**Run 1: M3 wires**

Scale: 3 px per um.
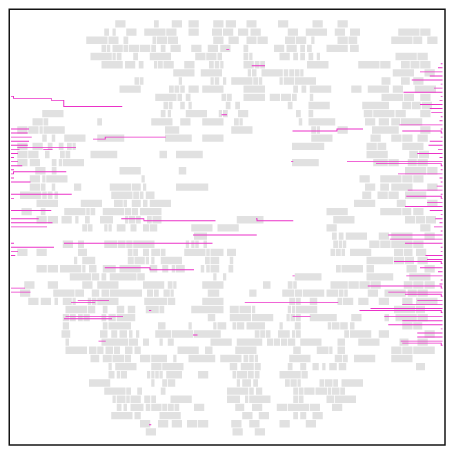
**Run 1: pin placement**

Scale: 2 px per um. Pins as bars across the die edge, other pins in gray.
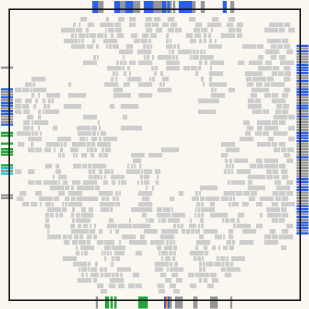
**Run 1: clock routing**

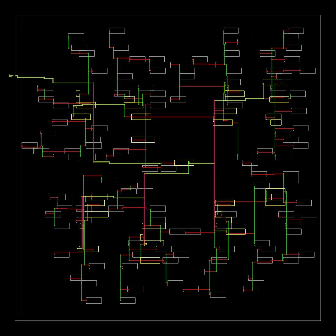
<file path="src/rtl/pcs_tx_block_scheduler.sv">
// pcs_tx_block_scheduler
// Feeds the 10GBASE-R TX scrambler with a continuous stream of 66-bit blocks.
// Encoder blocks pass through when present, idle blocks fill the gaps, blocks
// with an illegal sync header are replaced by an error block, and one slot in
// every PAUSE_PERIOD is left empty for the downstream 64/66 gearbox.
//
// Ports:
//   tx_clk, tx_rst          clock and synchronous active-high reset
//   enable                  1 = scheduling active
//   enc_data/valid/ready    block input from the 64b/66b encoder
//   out_data/valid/ready    registered block output to the scrambler
//   idle_cnt, hdr_err_cnt   saturating RUN-idle and header-error counters
//   state_o                 0 OFF, 1 WARMUP, 2 RUN
//
// state  | meaning
// OFF    | disabled, no loads, slot counter held at 0
// WARMUP | emitting STARTUP_IDLES idle blocks, encoder not yet served
// RUN    | encoder blocks forwarded, idles inserted when encoder is empty
module pcs_tx_block_scheduler #(
  parameter int DATA_WIDTH    = 66,
  parameter int PAUSE_PERIOD  = 33,
  parameter int STARTUP_IDLES = 4,
  parameter logic [DATA_WIDTH-1:0] IDLE_BLOCK  = 66'h2_0000_0000_0000_001E,
  parameter logic [DATA_WIDTH-1:0] ERROR_BLOCK = 66'h2_3C78_F1E3_C78F_1E1E
) (
  input  logic                  tx_clk,
  input  logic                  tx_rst,
  input  logic                  enable,
  input  logic [DATA_WIDTH-1:0] enc_data,
  input  logic                  enc_valid,
  output logic                  enc_ready,
  output logic [DATA_WIDTH-1:0] out_data,
  output logic                  out_valid,
  input  logic                  out_ready,
  output logic [15:0]           idle_cnt,
  output logic [15:0]           hdr_err_cnt,
  output logic [1:0]            state_o
);

  localparam int SW = $clog2(PAUSE_PERIOD);

  typedef enum logic [1:0] {
    OFF    = 2'd0,
    WARMUP = 2'd1,
    RUN    = 2'd2
  } state_t;

  state_t                state;
  logic [SW-1:0]         slot_cnt;
  logic [7:0]            warm_cnt;
  logic                  pause_slot;
  logic                  load_en;
  logic                  hdr_ok;
  logic [DATA_WIDTH-1:0] sel_block;
  logic                  sel_idle;
  logic                  sel_err;

  assign pause_slot = (state != OFF) && (slot_cnt == SW'(PAUSE_PERIOD - 1));
  assign load_en    = (state != OFF) && !pause_slot && (!out_valid || out_ready);
  assign enc_ready  = (state == RUN) && load_en;
  assign state_o    = state;

  // Only 01 and 10 are legal sync headers.
  assign hdr_ok = enc_data[DATA_WIDTH-1] ^ enc_data[DATA_WIDTH-2];

  always_comb begin
    sel_block = IDLE_BLOCK;
    sel_idle  = 1'b0;
    sel_err   = 1'b0;
    if (state == RUN) begin
      if (enc_valid) begin
        if (hdr_ok) begin
          sel_block = enc_data;
        end else begin
          sel_block = ERROR_BLOCK;
          sel_err   = 1'b1;
        end
      end else begin
        sel_idle = 1'b1;
      end
    end
  end

  always_ff @(posedge tx_clk) begin
    if (tx_rst) begin
      state       <= OFF;
      slot_cnt    <= '0;
      warm_cnt    <= '0;
      out_data    <= '0;
      out_valid   <= 1'b0;
      idle_cnt    <= '0;
      hdr_err_cnt <= '0;
    end else begin
      if (state == OFF || slot_cnt == SW'(PAUSE_PERIOD - 1)) begin
        slot_cnt <= '0;
      end else begin
        slot_cnt <= slot_cnt + SW'(1);
      end

      if (load_en) begin
        out_data  <= sel_block;
        out_valid <= 1'b1;
      end else if (out_ready) begin
        out_valid <= 1'b0;
      end

      if (load_en && sel_idle && idle_cnt != 16'hFFFF) begin
        idle_cnt <= idle_cnt + 16'd1;
      end
      if (load_en && sel_err && hdr_err_cnt != 16'hFFFF) begin
        hdr_err_cnt <= hdr_err_cnt + 16'd1;
      end

      // Dropping enable wins over finishing warmup.
      case (state)
        OFF: begin
          if (enable) begin
            state    <= WARMUP;
            warm_cnt <= 8'(STARTUP_IDLES);
          end
        end
        WARMUP: begin
          if (!enable) begin
            state <= OFF;
          end else if (load_en) begin
            warm_cnt <= warm_cnt - 8'd1;
            if (warm_cnt == 8'd1) state <= RUN;
          end
        end
        RUN: begin
          if (!enable) state <= OFF;
        end
        default: state <= OFF;
      endcase
    end
  end

endmodule

</file>
<file path="config.mk">
export PLATFORM = sky130hd
export DESIGN_NAME = pcs_tx_block_scheduler
export DESIGN_NICKNAME = d
export VERILOG_FILES = /design/src/rtl/pcs_tx_block_scheduler.sv
export SDC_FILE = /design/constraint.sdc
export NUM_CORES = 1
export LEC_CHECK = 0
export ABC_CLOCK_PERIOD_IN_PS = 2400
export CORE_MARGIN = 2
export CORE_UTILIZATION = 24
export DETAILED_ROUTE_END_ITERATION = 8
export PLACE_DENSITY = 0.52
export SYNTH_ARGS = -nofsm -noshare
export SYNTH_HDL_FRONTEND = slang
export SYNTH_SLANG_ARGS = --single-unit
</file>
<file path="constraint.sdc">
create_clock -name tx_clk -period 2.4 [get_ports tx_clk]
set_clock_uncertainty 0.1 [all_clocks]
set_input_delay 0.36 -clock tx_clk [delete_from_list [all_inputs] [get_ports tx_clk]]
set_output_delay 0.36 -clock tx_clk [all_outputs]
set_load 0.01 [all_outputs]
</file>
==> impl_table.tex, run 1 <==
% Auto-generated results table
\begin{tabular}{lr}
\hline
Metric & Value \\
\hline
\multicolumn{2}{l}{\textbf{Outcome}} \\
Status & complete, no violations \\
\multicolumn{2}{l}{\textbf{Power}} \\
Proportion of power drawn by combinational gates & 0.061 \\
Maximum ir drop on the vdd rail & 0.0003553 V \\
P per Cell Area & 660.6 nW/um\^{}2 \\
Proportion of total power due to net switching & 0.2120 \\
Cell-internal power & 3.864 mW \\
Share of power burned in the clock network & 0.542 \\
Net load switching power & 1.040 mW \\
Leakage & 2.612 nW \\
Proportion of power drawn by flip-flops and latches & 0.397 \\
\multicolumn{2}{l}{\textbf{Floorplanning}} \\
Die X & 144.7 um \\
Core utilization before placement & 0.2442 \\
Core Footprint & 19,460 sq um \\
I/O pin cnt & 173 \\
Die boundary height & 144.7 um \\
Number of placement rows & 51 \\
Chip area & 20,940 sq um \\
\multicolumn{2}{l}{\textbf{Detailed routing}} \\
DRT iter0 DRCs & 183 \\
WL/cell & 14.70 um \\
Via-per-instance ratio & 4.548 \\
DRC errors left & 0 \\
Number of routed nets with antenna violations & 0 \\
First-pass DRT Iterations & 4 \\
\multicolumn{2}{l}{\textbf{STA}} \\
Final hold violation count & 0 \\
Share of the clock period used by the worst path after layout & 0.9237 \\
Max-slew headroom & 0.5660 \\
Post-route setup slack & 0.1830 ns \\
Fmax & 0.4511 GHz \\
Shortest clock period the worst path allows after layout & 2.217 ns \\
Final setup violation count & 0 \\
RSZ-0062 raised after global routing & false \\
Actual transition at the worst max-transition pin & 0.6494 ns \\
Max-slew violation count & 0 \\
\multicolumn{2}{l}{\textbf{Place}} \\
HPWL after detailed placement & 10.54 mm \\
RD Place Congestion & 0.7936 \\
IO Port Bufs & 172 \\
Setup WS pre-CTS & -0.02316 ns \\
\multicolumn{2}{l}{\textbf{Synth}} \\
Asr flop ratio synth & 0 \\
Number of instances in the synthesized netlist & 513 \\
Synthesized registers & 115 \\
Yosys synthesis warning count & 0 \\
EDFF count, synth & 0 \\
Primary flip-flop cell chosen by synthesis mapping & sky130\_fd\_sc\_hd\_\_dfxtp\_1 \\
Unique masters post-synth & 53 \\
Yosys stat area & 4752 sq um \\
Yosys cell count & 513 \\
Cell area leaders & sky130\_fd\_sc\_hd\_\_dfxtp\_1, sky130\_fd\_sc\_hd\_\_a21oi\_1, sky130\_fd\_sc\_hd\_\_a22o\_1, sky130\_fd\_sc\_hd\_\_o21ai\_0, sky130\_fd\_sc\_hd\_\_nand2\_1 \\
Number of nets produced by synthesis & 591 \\
Dominant cell type by area after synthesis & sky130\_fd\_sc\_hd\_\_dfxtp\_1 \\
Area leader share & 0.4845 \\
Combined area of all synthesized cells & 4752 sq um \\
Seq share, synth & 0.4845 \\
Mean post-synth cell area & 9.263 sq um \\
\multicolumn{2}{l}{\textbf{Critical path}} \\
Arrival @ worst endpoint & 1.76 ns \\
Crit path largest cell delay & 0.42 ns \\
Standard cell with the maximum stage delay on the critical path & sky130\_fd\_sc\_hd\_\_or3\_4 \\
Setup CP Type & register to output port \\
Worst EP required & 1.94 ns \\
Kind of cell with the highest combined delay on the critical path & simple AND/OR/NAND/NOR gates \\
Worst path cell trace & or3\_4, o211ai\_4, inv\_2, dlygate4sd2\_1 \\
Type of origin of the critical path & register \\
Total buffers and inverters traversed by the critical path & 2 \\
Top fanout value on the critical path & 4 \\
Nature of the critical path endpoint & output port \\
\multicolumn{2}{l}{\textbf{Clock network}} \\
Clock transition at the registers of the reported paths & 0.05 ns \\
Skew-Pair Late Insertion Delay & 0.41 ns \\
Clock tree root buffer cell & sky130\_fd\_sc\_hd\_\_clkbuf\_16 \\
Buffer depth of the longest clock path & 2 \\
Htree depth & 4 \\
CTS tree & yes \\
Count of buffers added by post-CTS timing repair for setup & 0 \\
\multicolumn{2}{l}{\textbf{GRT}} \\
Congestion Overflow GR & 0 \\
Via count of the first global-routing pass & 4,433 \\
Antenna violations before repair & 0 \\
Maximum number of pins on one net before global-route repair & 36 \\
Aggregate global-route resource usage & 0.1366 \\
First-pass GRT wire length & 22.20 mm \\
\multicolumn{2}{l}{\textbf{Finish}} \\
Top logic cells by instance count in the layout & sky130\_fd\_sc\_hd\_\_clkdlybuf4s50\_1, sky130\_fd\_sc\_hd\_\_dfxtp\_1, sky130\_fd\_sc\_hd\_\_a21oi\_1 \\
Most frequent logic cell in the layout & sky130\_fd\_sc\_hd\_\_clkdlybuf4s50\_1 \\
Ratio of cells with drive above 1 in the final layout & 0.1130 \\
Area delta synth->final & 56.21\% \\
Post-layout net count & 775 \\
Number of antenna diodes & 0 \\
Utilization after layout & 0.3814 \\
\multicolumn{2}{l}{\textbf{Worst hold path}} \\
Class of the most critical hold timing path & input pin to register \\
\multicolumn{2}{l}{\textbf{Flow run}} \\
Reported max-cap violation count & 0 \\
Stage-log warning count & 28 \\
\hline
\end{tabular}
Notes on 'M3 wires' above:
wire length on this layer: 1,060 um
longest straight run: 49.2 um
nets with wire on the layer: 108
routed wire length: 14.30 mm
routed vias: 4,425
M3 GR Usage: 0.04870

Notes on 'pin placement' above:
| port | color | pins | direction | edge |
|---|---|---|---|---|
| `enc_ready` | orange | 1 | output | bottom |
| `state_o` | cyan | 2 | output | left |
| `hdr_err_cnt` | green | 16 | output | 9 bottom, 7 left |
| `enc_data` | blue | 66 | input | 30 right, 27 top, 7 left, 2 bottom |
all pins by edge: 70 right, 51 top, 27 left, 25 bottom

Notes on 'clock routing' above:
number of buffers created by CTS: 17
number of clock buffers in the layout: 20
# clock sinks: 115

[run 1: worst reg2reg max path: cells and delay by family, from the launching register on]
family | cells | cell delay [ns]
DFF | 1 | 0.42
muxes | 1 | 0.28
adders and majority gates | 1 | 0.27
and+or+nand+nor | 4 | 0.83
buffers and inverters | 1 | 0.14
[run 1: cells in the mapped netlist (all sizes together), types with 6 or more instances]
cell type	n
xnor2	9
nor3	19
nand3	15
or4	8
dfxtp	115
o31ai	7
ha	7
a21oi	52
and3	6
clkbuf	16
buf	14
xor2	9
o21ai	45
nor2	44
nand2	46
or3	14
nand4	9
inv	12
a22o	28
[run 1: path summary, 6_finish.rpt]
check	start	endpoint	slack, ns	cells past startpoint
max reg2reg	hdr_err_cnt[1]	hdr_err_cnt[13]	0.24	7
min reg2reg	out_data[38]	out_data[38]	0.35	2
max	slot_cnt[3]	enc_ready	0.18	4
min	tx_rst	idle_cnt[10]	0.29	2
[run 1: layout make-up]
type                    count  area [sq um]
inverters                  12         45.04
flip-flops and latches    115          2302
clock inverters            10         157.7
well taps                 265         331.6
fillers                  1948         12040
multi-input cells         356          2230
repair buffers            195          1901
clock buffers              20         456.7
[run 1: cell families after synthesis]
kind of cell,count (synthesis),share of synthesized area
muxes,7,0.01843
AOI/OAI and AO/OA,140,0.1848
buffers and inverters,42,0.04792
xor gates and xnor gates,18,0.03318
adders and majority gates,7,0.01843
DFF,115,0.4845
and+or+nand+nor,184,0.2127
[run 1: per-layer routing]
layer / vias up / GRT usage / share of wire
li1: 2202 / - / -
met1: 2072 / 0.1606 / 0.44
met2: 135 / 0.2300 / 0.47
met3: 16 / 0.04870 / 0.074
met4: 0 / 0.04905 / 0.015
met5: - / 0 / 0
[run 1: stage by stage]
stage	total power, mW	cells	hold WS [ns]	setup TNS, ns	cell area [sq um]
after global placement	2.286	943	0.3415	0	6803
after CTS	4.991	973	0.2684	0	7423
final	4.904	973	0.2883	0	7423
after detailed placement	2.290	943	0.3448	-0.02829	6803
after floorplan	2.108	513	0.3297	0	4752
after global routing	5.087	973	0.2888	0	7423
[run 1: registers in the layout, summed over array words and instances, names as in the netlist]
register     count
hdr_err_cnt     16
state_o          2
out_valid        1
out_data        66
idle_cnt        16
warm_cnt         8
slot_cnt         6
[run 1: power by group through the flow]
stage	sequential (mW)	combinational [mW]	clock, mW
floorplan	1.99	0.121	0
global placement	1.99	0.300	0
detailed placement	1.99	0.303	0
CTS	1.95	0.305	2.74
global route	1.95	0.326	2.81
finish	1.95	0.301	2.66
[run 1: repair_timing]
item,CTS,global route
setup endpoints to repair,1,0
hold buffers,0,0
endpoints found under the hold margin,0,0
resized,3,0
==> run 2: changes to the inputs <==
--- a/config.mk
+++ b/config.mk
@@ -8,8 +8,8 @@
 export ABC_CLOCK_PERIOD_IN_PS = 2400
 export CORE_MARGIN = 2
 export CORE_UTILIZATION = 24
+export CTS_BUF_LIST = sky130_fd_sc_hd__clkbuf_4
 export DETAILED_ROUTE_END_ITERATION = 8
-export PLACE_DENSITY = 0.52
 export SYNTH_ARGS = -nofsm -noshare
 export SYNTH_HDL_FRONTEND = slang
 export SYNTH_SLANG_ARGS = --single-unit
==> run 2 against run 1 <==
Sequential power about the same. Non-clock buffer count is 4 higher. Routed wire length is 2.5% lower. Cell count rose by 0.41%. Worst setup slack lost 0.054 ns. Combinational power barely moved. Critical path depth did not move. Critical path type unchanged. Largest cell class unchanged. Largest power group is now sequential cells.
==> impl_table.tex, run 2 <==
% Auto-generated results table
\begin{tabular}{lr}
\hline
Metric & Value \\
\hline
\multicolumn{2}{l}{\textbf{Synth}} \\
Mux contribution to synthesized area & 0.01843 (unchanged) \\
Area leader share & 0.4845 (unchanged) \\
EDFF count, synth & 0 (unchanged) \\
Mean post-synth cell area & 9.263 sq um (unchanged) \\
Area share of and/or/nand/nor cells after synthesis & 0.2127 (unchanged) \\
Adders+Majority by Area & 0.01843 (unchanged) \\
Cell area leaders & sky130\_fd\_sc\_hd\_\_dfxtp\_1, sky130\_fd\_sc\_hd\_\_a21oi\_1, sky130\_fd\_sc\_hd\_\_a22o\_1, sky130\_fd\_sc\_hd\_\_o21ai\_0, sky130\_fd\_sc\_hd\_\_nand2\_1 (unchanged) \\
Seq share, synth & 0.4845 (unchanged) \\
Number of instances in the synthesized netlist & 513 (unchanged) \\
Yosys synthesis warning count & 0 (unchanged) \\
Yosys cell count & 513 (unchanged) \\
XOR/XNOR share of the synthesized area & 0.03318 (unchanged) \\
Primary flip-flop cell chosen by synthesis mapping & sky130\_fd\_sc\_hd\_\_dfxtp\_1 (unchanged) \\
Dominant cell type by area after synthesis & sky130\_fd\_sc\_hd\_\_dfxtp\_1 (unchanged) \\
Asr flop ratio synth & 0 (unchanged) \\
Top post-synthesis cells by count & sky130\_fd\_sc\_hd\_\_dfxtp\_1, sky130\_fd\_sc\_hd\_\_a21oi\_1, sky130\_fd\_sc\_hd\_\_nand2\_1, sky130\_fd\_sc\_hd\_\_o21ai\_0, sky130\_fd\_sc\_hd\_\_nor2\_1 (unchanged) \\
Yosys stat area & 4752 sq um (unchanged) \\
Number of nets produced by synthesis & 591 (unchanged) \\
Synthesized registers & 115 (unchanged) \\
Unique masters post-synth & 53 (unchanged) \\
Combined area of all synthesized cells & 4752 sq um (unchanged) \\
Aoi/oai-family share of the synthesized area & 0.1848 (unchanged) \\
Post-synthesis cell type with the largest instance count & sky130\_fd\_sc\_hd\_\_dfxtp\_1 (unchanged) \\
Logic family by area & simple AND/OR/NAND/NOR gates (unchanged) \\
\multicolumn{2}{l}{\textbf{STA}} \\
Final hold violation count & 0 (unchanged) \\
Final setup violation count & 0 (unchanged) \\
Fmax & 0.4403 GHz (was 0.4511 GHz) \\
Shortest clock period the worst path allows after layout & 2.271 ns (was 2.217 ns) \\
Max-slew headroom & 0.5747 (was 0.5660) \\
Actual transition at the worst max-transition pin & 0.6365 ns (was 0.6494 ns) \\
RSZ-0062 raised after global routing & false (unchanged) \\
Max-slew violation count & 0 (unchanged) \\
Hold slack & 0.2342 ns (was 0.2883 ns) \\
Share of the clock period used by the worst path after layout & 0.9464 (was 0.9237) \\
\multicolumn{2}{l}{\textbf{Clock network}} \\
Clock transition at the registers of the reported paths & 0.11 ns (was 0.05 ns) \\
Buffer depth of the longest clock path & 2 (unchanged) \\
CTS tree & yes (unchanged) \\
Clock tree root buffer cell & sky130\_fd\_sc\_hd\_\_clkbuf\_4 (was sky130\_fd\_sc\_hd\_\_clkbuf\_16) \\
Skew-Pair Late Insertion Delay & 0.52 ns (was 0.41 ns) \\
\# clock sinks & 115 (unchanged) \\
Number of buffers created by CTS & 17 (unchanged) \\
Htree depth & 4 (unchanged) \\
Hold bufs inserted after CTS & 0 (unchanged) \\
\multicolumn{2}{l}{\textbf{Finish}} \\
Ratio of cells with drive above 1 in the final layout & 0.1166 (was 0.1130) \\
Flip-flop count of the largest register after layout & 66 (unchanged) \\
Utilization after layout & 0.3630 (was 0.3814) \\
Number of antenna diodes & 0 (unchanged) \\
Post-layout net count & 779 (was 775) \\
Top logic cells by instance count in the layout & sky130\_fd\_sc\_hd\_\_clkdlybuf4s50\_1, sky130\_fd\_sc\_hd\_\_dfxtp\_1, sky130\_fd\_sc\_hd\_\_a21oi\_1 (unchanged) \\
Top register by number of flip-flops & out\_data (unchanged) \\
Filler Cells Inserted & 2,012 (was 1,948) \\
Most frequent logic cell in the layout & sky130\_fd\_sc\_hd\_\_clkdlybuf4s50\_1 (unchanged) \\
Largest registers in the final layout & out\_data x66, hdr\_err\_cnt x16, idle\_cnt x16 (unchanged) \\
Area delta synth->final & 48.66\% (was 56.21\%) \\
\multicolumn{2}{l}{\textbf{Critical path}} \\
Start point of the critical path & slot\_cnt[4] (was slot\_cnt[3]) \\
Crit path largest cell delay & 0.41 ns (was 0.42 ns) \\
Type of origin of the critical path & register (unchanged) \\
Worst EP required & 1.94 ns (about the same) \\
R2r setup slk & 0.23 ns (was 0.24 ns) \\
Setup CP Type & register to output port (unchanged) \\
Kind of cell with the highest combined delay on the critical path & simple AND/OR/NAND/NOR gates (unchanged) \\
Worst reg2reg path startpoint & slot\_cnt[4] (was hdr\_err\_cnt[1]) \\
Nature of the critical path endpoint & output port (unchanged) \\
Top fanout value on the critical path & 3 (was 4) \\
Worst reg2reg path depth & 7 (unchanged) \\
Worst path cell trace & or3\_4, o211ai\_4, inv\_2, dlygate4sd2\_1 (unchanged) \\
Total buffers and inverters traversed by the critical path & 2 (unchanged) \\
Standard cell with the maximum stage delay on the critical path & sky130\_fd\_sc\_hd\_\_or3\_4 (unchanged) \\
Endpoint of the most critical register-to-register path & out\_data[7] (was hdr\_err\_cnt[13]) \\
Arrival @ worst endpoint & 1.81 ns (was 1.76 ns) \\
\multicolumn{2}{l}{\textbf{Power}} \\
Maximum ir drop on the vdd rail & 0.0001934 V (was 0.0003553 V) \\
Total power & 3.482 mW (was 4.904 mW) \\
Leakage & 2.473 nW (was 2.612 nW) \\
P per Cell Area & 492.9 nW/um\^{}2 (was 660.6 nW/um\^{}2) \\
\multicolumn{2}{l}{\textbf{Floorplanning}} \\
Die X & 144.7 um (unchanged) \\
Core Footprint & 19,460 sq um (unchanged) \\
Number of placement rows & 51 (unchanged) \\
Die boundary height & 144.7 um (unchanged) \\
I/O pin cnt & 173 (unchanged) \\
Chip area & 20,940 sq um (unchanged) \\
Core utilization before placement & 0.2442 (unchanged) \\
\multicolumn{2}{l}{\textbf{Flow run}} \\
Reported max-cap violation count & 0 (unchanged) \\
Stage-log warning count & 28 (unchanged) \\
\multicolumn{2}{l}{\textbf{Worst hold path}} \\
Capture endpoint of the worst hold path & hdr\_err\_cnt[8] (was idle\_cnt[10]) \\
Worst Hold Path Cells & 2 (unchanged) \\
Min-Delay Startpoint & tx\_rst (unchanged) \\
Class of the most critical hold timing path & input pin to register (unchanged) \\
\multicolumn{2}{l}{\textbf{GRT}} \\
First-pass GRT wire length & 21.09 mm (was 22.20 mm) \\
Congestion Overflow GR & 0 (unchanged) \\
Via count of the first global-routing pass & 4,107 (was 4,433) \\
Antenna violations before repair & 0 (unchanged) \\
Maximum number of pins on one net before global-route repair & 33 (was 36) \\
Aggregate global-route resource usage & 0.1316 (was 0.1366) \\
\multicolumn{2}{l}{\textbf{Detailed routing}} \\
Routed wire length & 13.95 mm (was 14.30 mm) \\
DRT iter0 DRCs & 164 (was 183) \\
Via-per-instance ratio & 4.490 (was 4.548) \\
First-pass DRT Iterations & 4 (unchanged) \\
WL/cell & 14.28 um (was 14.70 um) \\
Routed vias & 4,387 (was 4,425) \\
DRC errors left & 0 (unchanged) \\
Number of routed nets with antenna violations & 0 (unchanged) \\
\multicolumn{2}{l}{\textbf{Outcome}} \\
Status & complete, no violations (unchanged) \\
\multicolumn{2}{l}{\textbf{Place}} \\
HPWL after detailed placement & 10.07 mm (was 10.54 mm) \\
IO Port Bufs & 172 (unchanged) \\
RD Place Congestion & 0.7716 (was 0.7936) \\
\hline
\end{tabular}
run 2: timing repair:
action,CTS,global route
gates resized,3,1
hold endpoints to repair,0,0
cloned,0,0
pin swaps,2,1
buffers inserted,3,0
endpoints found under the setup margin,1,1
run 2: cells by family (layout without fill, tap and decap cells):
| logic type | after synthesis | count (layout) |
|---|---|---|
| buffers and inverters | 42 | 241 |
| flip-flops | 115 | 115 |
| AND-OR/OR-AND | 140 | 140 |
| XOR/XNOR | 18 | 18 |
| multiplexers | 7 | 7 |
| adder cells (fa/ha/maj) | 7 | 7 |
| AND/OR/NAND/NOR | 184 | 184 |
run 2: worst max-delay path by stage:
stage | end | slack (ns) | cells after the start
2_1_floorplan | hdr_err_cnt[9] | 0.37 | 6
3_3_place_gp | hdr_err_cnt[9] | 0.01 | 7
3_5_place_dp | hdr_err_cnt[9] | -0.0003 | 7
4_1_cts | enc_ready | 0.02 | 4
5_1_grt | enc_ready | 0.006 | 4
6_report | enc_ready | 0.13 | 4
run 2: per-stage QoR:
step	instances	TNS [ns]	area, sq um	worst slack, ns
6_report	977	0	7064	0.1287
3_5_place_dp	944	-0.0002724	6810	-0.0002724
4_1_cts	977	0	7063	0.01999
3_3_place_gp	944	0	6810	0.01099
2_1_floorplan	513	0	4752	0.3678
5_1_grt	977	0	7064	0.005577
run 2: area by class of cell:
class                   instances  area [sq um]  area share
repair buffers                199          1931      0.2733
multi-input cells             356          2230      0.3156
clock buffers                  21         157.7     0.02232
flip-flops and latches        115          2303      0.3261
clock inverters                 9         66.31    0.009387
inverters                      12         45.04    0.006376
well taps                     265         331.6     0.04694
run 2: per-layer routing:
metal  wire, um  global-route usage  vias to the layer above
met4        182             0.03986                        0
met2       6415              0.2138                      132
met3       1146             0.05594                       13
met5          0                   0                        -
met1       6206              0.1585                     2032
li1           -                   -                     2210
run 2: power by group:
group | switching, mW | internal [mW]
clock | 0.711 | 0.529
sequential | 0.0163 | 1.93
combinational | 0.139 | 0.160
total | 0.866 | 2.62
**Run 2: clock routing**

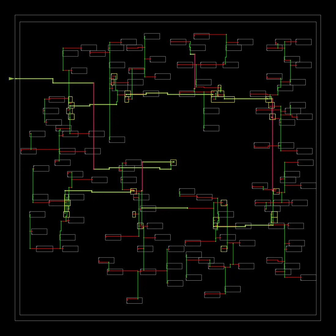
number of sequential storage elements: 115
number of clock buffers in the layout: 21

**Run 2: pin placement**

Scale: 2 px per um. Pins as bars across the die edge, other pins in gray.
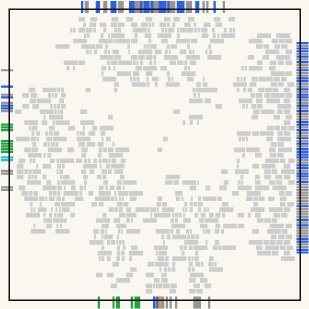
| port | color | pins | direction | edge |
|---|---|---|---|---|
| `hdr_err_cnt` | green | 16 | output | 8 left, 8 bottom |
| `state_o` | cyan | 2 | output | left |
| `enc_ready` | orange | 1 | output | bottom |
| `enc_data` | blue | 66 | input | 34 right, 26 top, 4 left, 2 bottom |
all pins by edge: 78 right, 51 top, 22 left, 22 bottom

Power is estimated from default activity; no workload was simulated.
